==> config.mk <==
export PLATFORM = sky130hd
export DESIGN_NAME = uart_tx_buffer
export DESIGN_NICKNAME = d
export VERILOG_FILES = /design/src/rtl/uart_tx_buffer.sv
export SDC_FILE = /design/constraint.sdc
export NUM_CORES = 1
export LEC_CHECK = 0
export ABC_CLOCK_PERIOD_IN_PS = 2800
export CORE_AREA = 2 2 119 121
export CTS_CLUSTER_DIAMETER = 200
export DETAILED_ROUTE_END_ITERATION = 6
export DIE_AREA = 0 0 121 123
export GPL_TIMING_DRIVEN = 0
export HOLD_SLACK_MARGIN = 0.05
export PLACE_DENSITY = 0.78
export SLEW_MARGIN = 20
export SYNTH_ARGS = -nofsm -noshare
export SYNTH_HDL_FRONTEND = slang
export SYNTH_SLANG_ARGS = --single-unit
==> constraint.sdc <==
create_clock -name in_clk -period 2.8 [get_ports in_clk]
set_clock_uncertainty 0.05 [all_clocks]
set_input_delay 0.56 -clock in_clk [delete_from_list [all_inputs] [get_ports in_clk]]
set_output_delay 0.56 -clock in_clk [all_outputs]
set_load 0.01 [all_outputs]
==> src/rtl/uart_tx_buffer.sv <==
// uart_tx_buffer
// Byte-wide UART transmitter (8N1) fed through a circular transmit FIFO.
// Each cycle that in_send_en is high queues in_data[7:0]. The serializer pops
// one byte at a time and drives it LSB first on out_tx_serial. When more data
// is queued, frames follow one another with no idle bit between them.
//
// Ports:
//   in_clk          system clock, rising edge
//   in_reset        synchronous active-high reset
//   in_send_en      push strobe (one byte per high cycle)
//   in_data[31:0]   write word; only bits [7:0] are queued
//   out_tx_serial   UART TX line, idle high
//   out_tx_active   high during START / DATA / STOP
//   out_tx_done     one-cycle pulse in the cycle after each stop bit
//   out_fifo_full   queued count == FIFO_DEPTH
//   out_fifo_empty  queued count == 0
//   out_fifo_count  queued bytes, excluding the byte being shifted out
//   out_overflow    sticky flag, set when a push is dropped
module uart_tx_buffer #(
    parameter int CLKS_PER_BIT = 868,
    parameter int FIFO_DEPTH   = 16,
    parameter int ADDR_W       = $clog2(FIFO_DEPTH)
) (
    input  logic              in_clk,
    input  logic              in_reset,
    input  logic              in_send_en,
    input  logic [31:0]       in_data,
    output logic              out_tx_serial,
    output logic              out_tx_active,
    output logic              out_tx_done,
    output logic              out_fifo_full,
    output logic              out_fifo_empty,
    output logic [ADDR_W:0]   out_fifo_count,
    output logic              out_overflow
);

    localparam int                BAUD_W    = $clog2(CLKS_PER_BIT);
    localparam logic [BAUD_W-1:0] BAUD_LAST = BAUD_W'(CLKS_PER_BIT - 1);
    localparam logic [BAUD_W-1:0] BAUD_ONE  = BAUD_W'(1);
    localparam logic [ADDR_W-1:0] PTR_ONE   = ADDR_W'(1);
    localparam logic [ADDR_W:0]   CNT_ONE   = (ADDR_W + 1)'(1);
    localparam logic [ADDR_W:0]   DEPTH_CNT = (ADDR_W + 1)'(FIFO_DEPTH);

    typedef enum logic [1:0] {
        ST_IDLE,
        ST_START,
        ST_DATA,
        ST_STOP
    } state_t;

    state_t              state_reg, state_next;
    logic [BAUD_W-1:0]   baud_reg, baud_next;
    logic [2:0]          bit_idx_reg, bit_idx_next;
    logic [7:0]          shift_reg, shift_next;
    logic [ADDR_W-1:0]   wr_ptr_reg, rd_ptr_reg;
    logic [ADDR_W:0]     count_reg, count_next;
    logic [7:0]          mem [FIFO_DEPTH];

    logic tx_serial_reg, tx_active_reg, tx_done_reg;
    logic fifo_full_reg, fifo_empty_reg, overflow_reg;

    logic pop, push_ok, bit_end, serial_next, done_next;
    logic unused_data_bits;

    assign unused_data_bits = ^in_data[31:8];

    assign bit_end = (baud_reg == BAUD_LAST);

    // A push into a full FIFO still succeeds when the serializer pops in the
    // same cycle, since a slot frees up at the same edge.
    assign push_ok = in_send_en && ((count_reg != DEPTH_CNT) || pop);

    // Next-state / pop logic for the serializer.
    always_comb begin
        state_next   = state_reg;
        baud_next    = baud_reg;
        bit_idx_next = bit_idx_reg;
        shift_next   = shift_reg;
        pop          = 1'b0;
        done_next    = 1'b0;
        case (state_reg)
            ST_IDLE: begin
                if (count_reg != '0) begin
                    pop        = 1'b1;
                    shift_next = mem[rd_ptr_reg];
                    baud_next  = '0;
                    state_next = ST_START;
                end
            end
            ST_START: begin
                baud_next = bit_end ? '0 : baud_reg + BAUD_ONE;
                if (bit_end) begin
                    state_next   = ST_DATA;
                    bit_idx_next = 3'd0;
                end
            end
            ST_DATA: begin
                baud_next = bit_end ? '0 : baud_reg + BAUD_ONE;
                if (bit_end) begin
                    if (bit_idx_reg == 3'd7) begin
                        state_next = ST_STOP;
                    end else begin
                        bit_idx_next = bit_idx_reg + 3'd1;
                    end
                end
            end
            ST_STOP: begin
                baud_next = bit_end ? '0 : baud_reg + BAUD_ONE;
                if (bit_end) begin
                    done_next = 1'b1;
                    // Chain straight into the next start bit when data waits.
                    if (count_reg != '0) begin
                        pop        = 1'b1;
                        shift_next = mem[rd_ptr_reg];
                        state_next = ST_START;
                    end else begin
                        state_next = ST_IDLE;
                    end
                end
            end
            default: state_next = ST_IDLE;
        endcase
    end

    // The line level is decoded from the next state so the output is a flop
    // that already shows the new bit in the first cycle of that bit.
    always_comb begin
        serial_next = 1'b1;
        case (state_next)
            ST_START: serial_next = 1'b0;
            ST_DATA:  serial_next = shift_next[bit_idx_next];
            default:  serial_next = 1'b1;
        endcase
    end

    always_comb begin
        count_next = count_reg;
        if (push_ok && !pop) begin
            count_next = count_reg + CNT_ONE;
        end else if (!push_ok && pop) begin
            count_next = count_reg - CNT_ONE;
        end
    end

    // FIFO storage: not reset; contents are only ever read below count_reg.
    always_ff @(posedge in_clk) begin
        if (!in_reset && push_ok) begin
            mem[wr_ptr_reg] <= in_data[7:0];
        end
    end

    always_ff @(posedge in_clk) begin
        if (in_reset) begin
            state_reg      <= ST_IDLE;
            baud_reg       <= '0;
            bit_idx_reg    <= '0;
            shift_reg      <= '0;
            wr_ptr_reg     <= '0;
            rd_ptr_reg     <= '0;
            count_reg      <= '0;
            tx_serial_reg  <= 1'b1;
            tx_active_reg  <= 1'b0;
            tx_done_reg    <= 1'b0;
            fifo_full_reg  <= 1'b0;
            fifo_empty_reg <= 1'b1;
            overflow_reg   <= 1'b0;
        end else begin
            state_reg      <= state_next;
            baud_reg       <= baud_next;
            bit_idx_reg    <= bit_idx_next;
            shift_reg      <= shift_next;
            count_reg      <= count_next;
            if (push_ok) begin
                wr_ptr_reg <= wr_ptr_reg + PTR_ONE;
            end
            if (pop) begin
                rd_ptr_reg <= rd_ptr_reg + PTR_ONE;
            end
            tx_serial_reg  <= serial_next;
            tx_active_reg  <= (state_next != ST_IDLE);
            tx_done_reg    <= done_next;
            fifo_full_reg  <= (count_next == DEPTH_CNT);
            fifo_empty_reg <= (count_next == '0);
            if (in_send_en && !push_ok) begin
                overflow_reg <= 1'b1;
            end
        end
    end

    assign out_tx_serial  = tx_serial_reg;
    assign out_tx_active  = tx_active_reg;
    assign out_tx_done    = tx_done_reg;
    assign out_fifo_full  = fifo_full_reg;
    assign out_fifo_empty = fifo_empty_reg;
    assign out_fifo_count = count_reg;
    assign out_overflow   = overflow_reg;

endmodule

Met1 routing:
Bar = 20 um. Supply wires on this layer in gray.
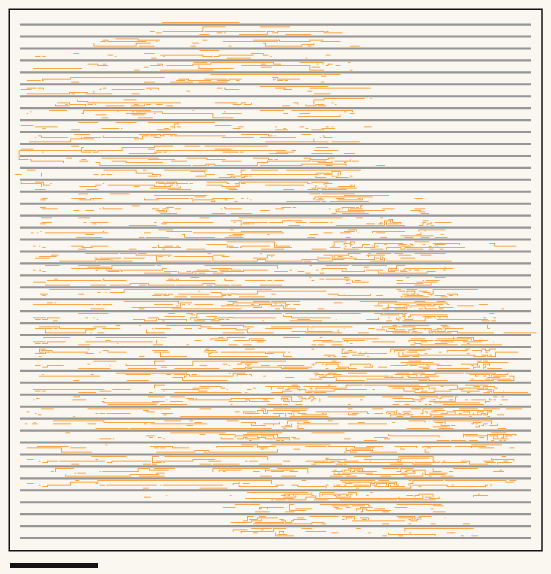
nets with wire on the layer: 544
main direction: horizontal

M4 wires:
Bar = 20 um. Supply wires on this layer in gray.
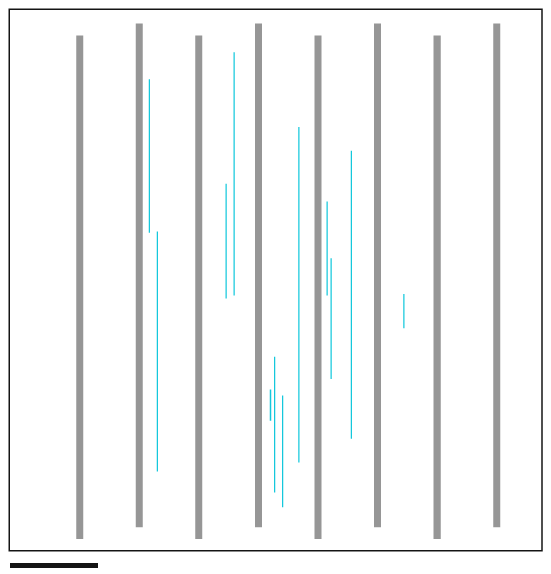
main direction: vertical
longest straight run: 76.2 um
wire length on this layer: 430 um

Signal wires on met2:
Bar = 20 um.
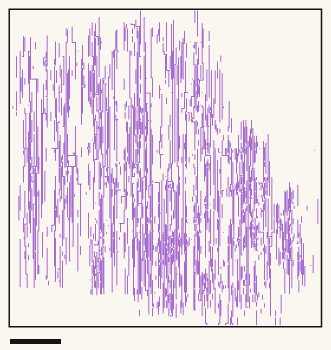
nets with wire on the layer: 511
wire length on this layer: 8290 um
main direction: vertical
longest straight run: 62.6 um

==> results.yml <==
# synthesis and place-and-route metrics
pwr:
  comb_power_mw: 1.67
  clockPowerShare_pct: 32.0
  powerClk_mw: 2.22
clocking:
  clk_path_buf_depth: 2
  cts_resized: 36
  cts_root_buf: "clkbuf_16"
  cts_setup_buffers: 19
logic_synthesis:
  ys_sh_simple_pct: 9.07
  yosys.cell_count.top_type: "edfxtp_1"
  ys_seq_share_pct: 65.0
  xor_share_pct: 1.20
final_timing:
  slew_headroom_pct: 53.5
  final_max_slew_viol_count: 0
routing:
  via_per_inst: 6.06
  vias: 4450
critical_path:
  crit_path_start: "state_reg[0]$_SDFF_PP0_"
  reg2reg_depth: 9
  crit_fanout: 6
global_routing:
  grt_usage_pct: 22.9
  antenna_found_initial: 0
  grt_util_met1_pct: 27.8
floorplan:
  die_w_um: 121
  fp-utilization_pct: 53.8
  num_io_pins: 46
place:
  gp_congestion: 0.888
  port_buffers: 19
outcome:
  status: "complete, no violations"
layout:
  comb_area_share_pct: 28.9
  fillCellCount: 907
Power figures rest on the tool's default switching activity, not on a simulated workload.
